$ cat src/rtl/inc_share_arbiter_pkg.sv
// Shared types and helpers for the shared-incrementer arbiter.
// Winner search and one-hot encoding work on an 8-channel superset.
package inc_share_arbiter_pkg;

   localparam int NCH_DEF = 4;
   localparam int W_DEF   = 4;

   typedef enum logic {
      ST_IDLE = 1'b0,
      ST_EXEC = 1'b1
   } state_e;

   // First set bit of req scanning ptr, ptr+1, ... modulo nch
   function automatic logic [2:0] rr_winner(
      input logic [7:0] req,
      input logic [2:0] ptr,
      input logic [3:0] nch
   );
      logic [2:0] win;
      logic       found;
      logic [3:0] idx;
      win   = '0;
      found = 1'b0;
      for (int i = 0; i < 8; i++) begin
         idx = {1'b0, ptr} + 4'(i);
         if (idx >= nch) idx = idx - nch;
         if (4'(i) < nch && !found && req[idx[2:0]]) begin
            win   = idx[2:0];
            found = 1'b1;
         end
      end
      return win;
   endfunction

   function automatic logic [7:0] onehot8(input logic [2:0] idx);
      return 8'b1 << idx;
   endfunction

endpackage

$ cat src/rtl/inc_share_arbiter_if.sv
// Requester-side bundle of the shared-incrementer arbiter.
interface inc_share_arbiter_if #(
   parameter int NCH = 4,
   parameter int W   = 4
);
   logic [NCH-1:0]   req;
   logic [NCH-1:0]   clr;
   logic [NCH-1:0]   gnt;
   logic [NCH*W-1:0] cnt;
   logic [NCH-1:0]   ovf;
   logic             busy;

   modport master (
      output req, clr,
      input  gnt, cnt, ovf, busy
   );

   modport slave (
      input  req, clr,
      output gnt, cnt, ovf, busy
   );
endinterface

$ cat src/rtl/inc_share_arbiter_ripple_incrementer.sv
// W-bit +1 incrementer built from a chain of half adders.
module ripple_incrementer #(
   parameter int W = 4
) (
   input  logic [W-1:0] a,
   output logic [W-1:0] s,
   output logic         c
);
   logic [W:0] cy;

   assign cy[0] = 1'b1;

   for (genvar i = 0; i < W; i++) begin : g_ha
      assign s[i]    = a[i] ^ cy[i];
      assign cy[i+1] = a[i] & cy[i];
   end

   assign c = cy[W];
endmodule

$ cat src/rtl/inc_share_arbiter.sv
// Round-robin sharing of one incrementer among NCH count registers.
// Each grant is a one-cycle EXEC that writes cnt[sel]+1 back.
module inc_share_arbiter
   import inc_share_arbiter_pkg::*;
#(
   parameter int NCH = NCH_DEF,
   parameter int W   = W_DEF
) (
   input  logic               clk,
   input  logic               rst,
   inc_share_arbiter_if.slave bus
);
   localparam int SW = (NCH > 1) ? $clog2(NCH) : 1;

   state_e                 state_q, state_d;
   logic [SW-1:0]          ptr_q, ptr_d;
   logic [SW-1:0]          sel_q, sel_d;
   logic [SW-1:0]          win;
   logic [NCH-1:0]         gnt_q, gnt_d;
   logic [NCH-1:0]         ovf_q, ovf_d;
   logic                   busy_q, busy_d;
   logic [NCH-1:0][W-1:0]  cnt_q, cnt_d;
   logic [W-1:0]           inc_s;
   logic                   inc_c;

   assign win = SW'(rr_winner(8'(bus.req), 3'(ptr_q), 4'(NCH)));

   ripple_incrementer #(.W(W)) u_inc (
      .a (cnt_q[sel_q]),
      .s (inc_s),
      .c (inc_c)
   );

   always_ff @(posedge clk) begin
      if (rst) begin
         state_q <= ST_IDLE;
         ptr_q   <= '0;
         sel_q   <= '0;
         gnt_q   <= '0;
         busy_q  <= 1'b0;
         cnt_q   <= '0;
         ovf_q   <= '0;
      end else begin
         state_q <= state_d;
         ptr_q   <= ptr_d;
         sel_q   <= sel_d;
         gnt_q   <= gnt_d;
         busy_q  <= busy_d;
         cnt_q   <= cnt_d;
         ovf_q   <= ovf_d;
      end
   end

   always_comb begin
      state_d = state_q;
      unique case (state_q)
         ST_IDLE: if (|bus.req) state_d = ST_EXEC;
         ST_EXEC: state_d = ST_IDLE;
      endcase
   end

   always_comb begin
      gnt_d  = '0;
      busy_d = 1'b0;
      sel_d  = sel_q;
      ptr_d  = ptr_q;
      cnt_d  = cnt_q;
      ovf_d  = ovf_q;
      unique case (state_q)
         ST_IDLE: begin
            if (|bus.req) begin
               sel_d  = win;
               gnt_d  = NCH'(onehot8(3'(win)));
               busy_d = 1'b1;
            end
         end
         ST_EXEC: begin
            cnt_d[sel_q] = inc_s;
            if (inc_c) ovf_d[sel_q] = 1'b1;
            ptr_d = (sel_q == SW'(NCH-1)) ? '0 : sel_q + SW'(1);
         end
      endcase
      // Clear overrides a coincident write-back on the same channel
      for (int k = 0; k < NCH; k++) begin
         if (bus.clr[k]) begin
            cnt_d[k] = '0;
            ovf_d[k] = 1'b0;
         end
      end
   end

   assign bus.gnt  = gnt_q;
   assign bus.busy = busy_q;
   assign bus.cnt  = cnt_q;
   assign bus.ovf  = ovf_q;
endmodule

$ cat src/flat_wrapper.sv
// flat-port wrapper written by rule: the top's interface ports become plain ports
module inc_share_arbiter_flat import inc_share_arbiter_pkg::*;
#(
   parameter int NCH = NCH_DEF,
   parameter int W   = W_DEF
)
  (clk, rst, bus_req, bus_clr, bus_gnt, bus_cnt, bus_ovf, bus_busy);
  inc_share_arbiter_if #(.NCH(NCH), .W(W)) bus_i ();
  input  logic clk;
  input  logic rst;
  input wire logic [$bits(bus_i.req)-1:0] bus_req;
  input wire logic [$bits(bus_i.clr)-1:0] bus_clr;
  output wire logic [$bits(bus_i.gnt)-1:0] bus_gnt;
  output wire logic [$bits(bus_i.cnt)-1:0] bus_cnt;
  output wire logic [$bits(bus_i.ovf)-1:0] bus_ovf;
  output wire logic [$bits(bus_i.busy)-1:0] bus_busy;
  assign bus_i.req = bus_req;
  assign bus_i.clr = bus_clr;
  assign bus_gnt = bus_i.gnt;
  assign bus_cnt = bus_i.cnt;
  assign bus_ovf = bus_i.ovf;
  assign bus_busy = bus_i.busy;
  inc_share_arbiter #(.NCH(NCH), .W(W)) u_core (.clk(clk), .rst(rst), .bus(bus_i));
endmodule
$ cat config.mk
export PLATFORM = sky130hd
export DESIGN_NAME = inc_share_arbiter_flat
export DESIGN_NICKNAME = d
export VERILOG_FILES = /design/src/rtl/inc_share_arbiter_pkg.sv /design/src/rtl/inc_share_arbiter_if.sv /design/src/rtl/inc_share_arbiter_ripple_incrementer.sv /design/src/rtl/inc_share_arbiter.sv /design/src/flat_wrapper.sv
export SDC_FILE = /design/constraint.sdc
export NUM_CORES = 1
export LEC_CHECK = 0
export CAP_MARGIN = 25
export CORE_MARGIN = 5
export CORE_UTILIZATION = 50
export CTS_CLUSTER_DIAMETER = 150
export DETAILED_ROUTE_END_ITERATION = 10
export MAX_ROUTING_LAYER = met4
export PLACE_DENSITY = 0.83
export SKIP_LAST_GASP = 1
export SLEW_MARGIN = 10
export SYNTH_ARGS = -nofsm -noshare
export SYNTH_HDL_FRONTEND = slang
export SYNTH_SLANG_ARGS = --single-unit
$ cat constraint.sdc
create_clock -name clk -period 4.31 [get_ports clk]
set_input_delay 0.862 -clock clk [delete_from_list [all_inputs] [get_ports clk]]
set_output_delay 0.862 -clock clk [all_outputs]
set_load 0.05 [all_outputs]
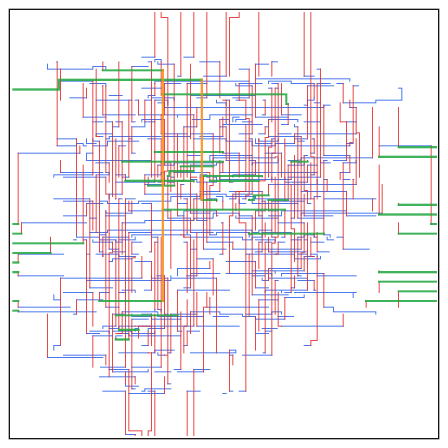
*Signal wires by layer, run 1*
[blue] met1 | wire length: 1340 um
[red] met2 | wire length: 1690 um
[green] met3 | wire length: 261 um
[orange] met4 | wire length: 49.6 um
routed len/inst: 16.4 um
via count: 1195

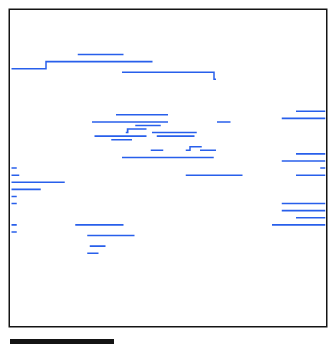
*M3 wires, run 1*
Bar = 20 um.
main direction: horizontal
nets with wire on the layer: 32
wire length on this layer: 261 um
share of all routed wire: 7.8%

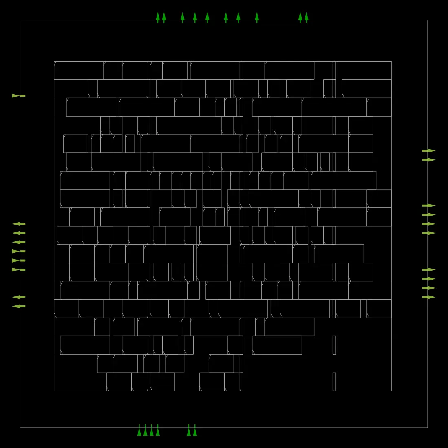
*Placement view, run 1*
core area: 2450 um2
# Taps: 30
num rows: 18
Fillers: 195

==> results_dict.tcl, run 1 <==
# collected from the flow reports
set metrics [dict create \
    synth-edff-count 0 \
    die_x_um 60.5 \
    drive_gt1_share_pct 6.90 \
    cp_top_family "buffers and inverters" \
    crit_path_end "bus_busy" \
    cp-end-kind "primary output" \
    lay_top_cells "clkdlybuf4s50_1 (34), dfxtp_1 (29), a21oi_1 (18)" \
    fmax_mhz 331 \
    power_density_nw_per_um2 316 \
    grt_pass1_vias 1204 \
    lay_top_count "clkdlybuf4s50_1" \
    r2r_slack_ps 1980 \
    async_flop_share_pct 0 \
    yosys_warnings 0 \
    grt_overflow 0 \
    cts_resized 0 \
    postCtsSetupBuffers 0 \
    synth_area_leader_cell "dfxtp_1" \
    ys_cells 138 \
    insertion_delay_ps 340 \
    worst_slew_pin_slew_ps 839 \
    top_logic_kind "simple AND/OR/NAND/NOR gates" \
    nets 191 \
    syn_nets 155 \
    ant_nets 0 \
    antenna_found_initial 0 \
    ys_sh_aoi_pct 13.5 \
    totalWireLength_mm 3.34 \
    slew_viol_final 0 \
    warning_count 29 \
    n_antenna_cell 0 \
    yosysChipArea_um2 1280 \
    synth_cell_types 28 \
    cts_buffer_depth 2 \
    synth_seq_share_pct 45.4 \
    status "complete, no violations" \
    startpoint "u_core.bus.busy" \
    grt_pass1_wl_mm 5.66 \
    slew_headroom_pct 44.0 \
    boundaryPins 35 \
    synth-main-ff-cell "dfxtp_1" \
    hpwl_mm 2.45 \
    cts_hold_buf 0 \
    place_area_um2 1630 \
    ir_drop_mv 0.287 \
    netlist_area_um2 1280 \
    final_cells 204 \
    postSynthCellCount 138 \
    syn_area_per_cell_um2 9.26 \
]
==> run 1: layout make-up <==
class                           count  area share (%)
Clock buffer                        7            3.27
Timing Repair Buffer               34            20.2
Sequential cell                    29            34.5
Multi-Input combinational cell    101            39.1
Inverter                            3           0.669
Tap cell                           30            2.23
==> run 1: Yosys cell counts (2+ instances only) <==
cell,number
a21oi_1,18
a31oi_1,4
and3_1,2
clkbuf_1,3
dfxtp_1,29
ha_1,7
inv_1,3
mux4_1,3
nand2_1,16
nand3_1,12
nor2_1,17
nor2b_1,3
nor3b_1,2
nor4_1,2
or2_2,4
==> run 1: flip-flops by register name, indices dropped and copies added (netlist names) <==
register and cells:
u_core.bus.cnt 16, u_core.bus.gnt 4, u_core.bus.ovf 4, u_core.ptr_q 2
u_core.sel_q 2, u_core.bus.busy 1
==> run 1: routing by layer <==
| metal | up-vias | GRT usage (%) | part of all wire, % |
|---|---|---|---|
| li1 | 565 | - | - |
| met1 | 570 | 25.1 | 40 |
| met2 | 54 | 34.9 | 51 |
| met3 | 6 | 7.45 | 7.8 |
| met4 | 0 | 9.29 | 1.5 |
| met5 | - | - | 0 |
==> run 1: power breakdown <==
part | total, mW | switching (mW) | leakage (nW) | internal [mW]
sequential | 0.288 | 0.0129 | 0.235 | 0.275
clock | 0.170 | 0.0931 | 0.0314 | 0.0768
combinational | 0.0747 | 0.0441 | 0.352 | 0.0306
==> run 1: logic make-up after synthesis <==
group	Yosys count
fa+ha+maj	7
flops	29
compound gates	28
simple gates	61
mux	5
buf+inv	8
==> run 1: worst min path at each step <==
stage / endpoint / depth (start not counted) / slack (ps) / from
after floorplan: u_core.ptr_q[0] / 2 / 480 / u_core.ptr_q[0]
after global placement: u_core.bus.cnt[15] / 2 / 460 / u_core.bus.cnt[15]
after detailed placement: u_core.bus.cnt[6] / 2 / 460 / u_core.bus.cnt[6]
after CTS: u_core.bus.cnt[14] / 2 / 480 / u_core.bus.cnt[14]
after global routing: u_core.bus.ovf[1] / 2 / 510 / u_core.bus.ovf[1]
final: u_core.bus.cnt[14] / 2 / 470 / u_core.bus.cnt[14]
==> run 1: through the flow <==
step	setup slack, ps	power [mW]
6_report	1280	0.532
5_1_grt	1150	0.556
4_1_cts	1300	0.532
3_5_place_dp	1660	0.367
3_3_place_gp	1720	0.364
2_1_floorplan	2320	0.340
### Clock network drawn from the DEF, run 1

Bar = 20 um.
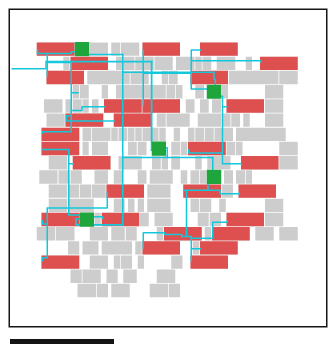

==> inputs of run 2 (changes only) <==
--- a/config.mk
+++ b/config.mk
@@ -7,11 +7,11 @@
 export LEC_CHECK = 0
 export CAP_MARGIN = 25
 export CORE_MARGIN = 5
-export CORE_UTILIZATION = 50
+export CORE_UTILIZATION = 42
 export CTS_CLUSTER_DIAMETER = 150
 export DETAILED_ROUTE_END_ITERATION = 10
 export MAX_ROUTING_LAYER = met4
-export PLACE_DENSITY = 0.83
+export PLACE_DENSITY = 0.74
 export SKIP_LAST_GASP = 1
 export SLEW_MARGIN = 10
 export SYNTH_ARGS = -nofsm -noshare
==> constraint.sdc (replaced) <==
create_clock -name clk -period 2.77 [get_ports clk]
set_input_delay 0.554 -clock clk [delete_from_list [all_inputs] [get_ports clk]]
set_output_delay 0.554 -clock clk [all_outputs]
set_load 0.05 [all_outputs]
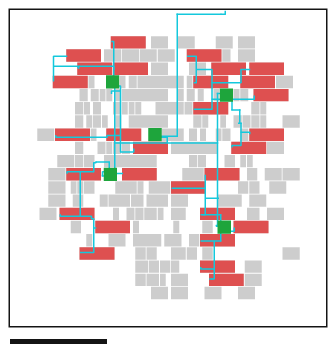
*Clock network drawn from the DEF, run 2*
Bar = 20 um.
[red] flip-flops | count: 29
[green] cells driving clock nets | count: 5
[cyan] clock wires | length: 332 um
routed clock nets: 6
Clock Skews: 8.27 ps
clock network power: 359 uW

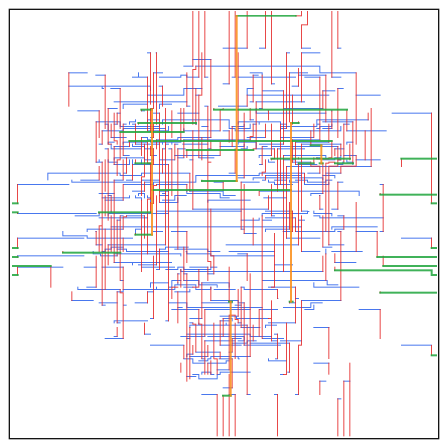
*Signal wires by layer, run 2*
[green] met3 | wire length: 226 um
[orange] met4 | wire length: 88.4 um
[blue] met1 | wire length: 1400 um
[red] met2 | wire length: 1400 um
Post-Route WL: 3.12 mm
Total GRT Usage: 16.5%
routed len/inst: 14.9 um
via count: 1191

==> run 2 against run 1 <==
Net effect:
- worst setup slack worse by 710 ps
- power up 73%
- register-to-register slack lost 1400 ps
- cell area rose by 2.5%
- synthesized area stayed put
- synthesized cell count unchanged
- largest power group unchanged
- non-clock buffer count rose by 1
- critical path type is now flop to flop
- clock skew shrank 2.2 ps
==> results_dict.tcl, run 2 <==
# collected from the flow reports
set metrics [dict create \
    maxCapViolCount 0 \
    clock-root-buffer "clkbuf_4" \
    grt_pass1_wl_mm 5.27 \
    design.core.area_um2 2980 \
    setup_violations 0 \
    die_x_um 65.2 \
    period_used_pct 79.1 \
    worst_slew_pin_slew_ps 505 \
    use_met3_pct 3.76 \
    yosys_warnings 0 \
    swShare_pct 24.7 \
    lay_top_count "clkdlybuf4s50_1" \
    finalSetupTns_ps 0 \
    hold_path_depth 2 \
    ys_cells 138 \
    common_cells "dfxtp_1 (29), a21oi_1 (18), nor2_1 (17)" \
    synth-edff-count 0 \
    setup_ws_ps 579 \
    slew_headroom_pct 66.2 \
    largest_reg_flops 16 \
    p_leak_nw 0.638 \
    synth_area_leader_cell "dfxtp_1" \
    postCtsSetupBuffers 0 \
    fmax_mhz 456 \
    insertion_delay_ps 330 \
    switching_power_uw 227 \
    antenna_found_initial 0 \
    crit_type "flop to flop" \
    ys_sh_aoi_pct 13.5 \
    netlist_area_um2 1280 \
    cp-end-kind "flop" \
    hpwl_mm 2.31 \
    cts_buffers 5 \
    slew_viol_final 0 \
    yosys.cell_count.top_type "dfxtp_1" \
    boundaryPins 35 \
    status "complete, no violations" \
    synth_cell_types 28 \
    final_cells 209 \
    cts_buffer_depth 2 \
    async_flop_share_pct 0 \
    cts_resized 0 \
    power_density_nw_per_um2 533 \
    warning_count 29 \
    ant_nets 0 \
    globalRouteMet2Util_pct 25.0 \
    grt_overflow 0 \
    cts.sinks 29 \
    pre_cts_slack_ps 588 \
    tritoncts "done" \
    power_frac_comb_pct 13.3 \
    ys_sh_xor_pct 0 \
    mux_share_pct 8.72 \
    grt_pass1_vias 1133 \
    clkTransAtPathRegs_ps 90 \
    top_logic_kind "simple AND/OR/NAND/NOR gates" \
    ir_drop_mv 0.274 \
    finalHoldViolations 0 \
    drive_gt1_share_pct 7.95 \
    postSynthCellCount 138 \
    n_antenna_cell 0 \
    syn_nets 155 \
    nFillCells 280 \
    clockPowerShare_pct 39.0 \
    yosysChipArea_um2 1280 \
    met1_usage_pct 20.6 \
    lay_top_cells "clkdlybuf4s50_1 (34), dfxtp_1 (29), a21oi_1 (18)" \
    synth-main-ff-cell "dfxtp_1" \
    p_int_uw 692 \
    p_seq_share_pct 47.7 \
    nets 192 \
    rows 20 \
    top_area_share_pct 45.4 \
    place_inst 201 \
    cts_hold_buf 0 \
    synth_seq_share_pct 45.4 \
    syn_area_per_cell_um2 9.26 \
    dieHeight_um 65.2 \
    grt-busiest-layer "met2" \
]
## run 2: power groups by stage
stage                     registers [mW]  logic (mW)  clock network, mW
after floorplan                    0.465      0.0645                  0
after global placement             0.447       0.121                  0
after detailed placement           0.448       0.121                  0
after CTS                          0.438       0.122              0.363
after global routing               0.441       0.132              0.386
final                              0.438       0.122              0.359
## run 2: worst max-delay path: stages, from the launching register on
cell and delay, ps:
dfxtp_1 540, mux4_2 610, ha_1 210, ha_1 180, ha_1 350, nand3_1 90, a21oi_1 140
## run 2: stage by stage
stage / hold slack (ps) / total power [mW] / util, % / cell area (um2)
4_1_cts: 488 / 0.923 / 57.9 / 1720
3_3_place_gp: 449 / 0.568 / 55.0 / 1640
2_1_floorplan: 485 / 0.530 / - / 1280
6_report: 480 / 0.919 / 57.9 / 1720
3_5_place_dp: 463 / 0.569 / 55.0 / 1640
5_1_grt: 515 / 0.959 / 57.9 / 1720
## run 2: layout make-up
cell class	count	share of cell area (%)
multi-input combinational	101	38.2
sequential	29	33.7
timing repair buffer	35	20.2
clock buffer	7	3.19
tap	33	2.39
clock inverter	1	1.74
inverter	3	0.653
## run 2: final timing paths
path,from,to,slack [ps]
worst min register to register,u_core.bus.ovf[3],u_core.bus.ovf[3],480
worst min-delay path,u_core.bus.ovf[3],u_core.bus.ovf[3],480
worst max register to register,u_core.sel_q[0],u_core.bus.cnt[11],580
worst max-delay path,u_core.sel_q[0],u_core.bus.cnt[11],580
## run 2: logic make-up (layout without fill, tap and decap cells)
kind of cell | after synthesis | after routing
AOI/OAI and AO/OA | 28 | 28
muxes | 5 | 5
buffers and inverters | 8 | 46
DFF | 29 | 29
and+or+nand+nor | 61 | 61
adders and majority gates | 7 | 7
## run 2: layer usage
layer	vias up	wire [um]	part of all wire (%)
met2	51	1400	45
met1	557	1400	45
met5	-	0	0
met4	0	88	2.8
met3	12	226	7.3
li1	571	-	-
Power is estimated from default activity; no workload was simulated.
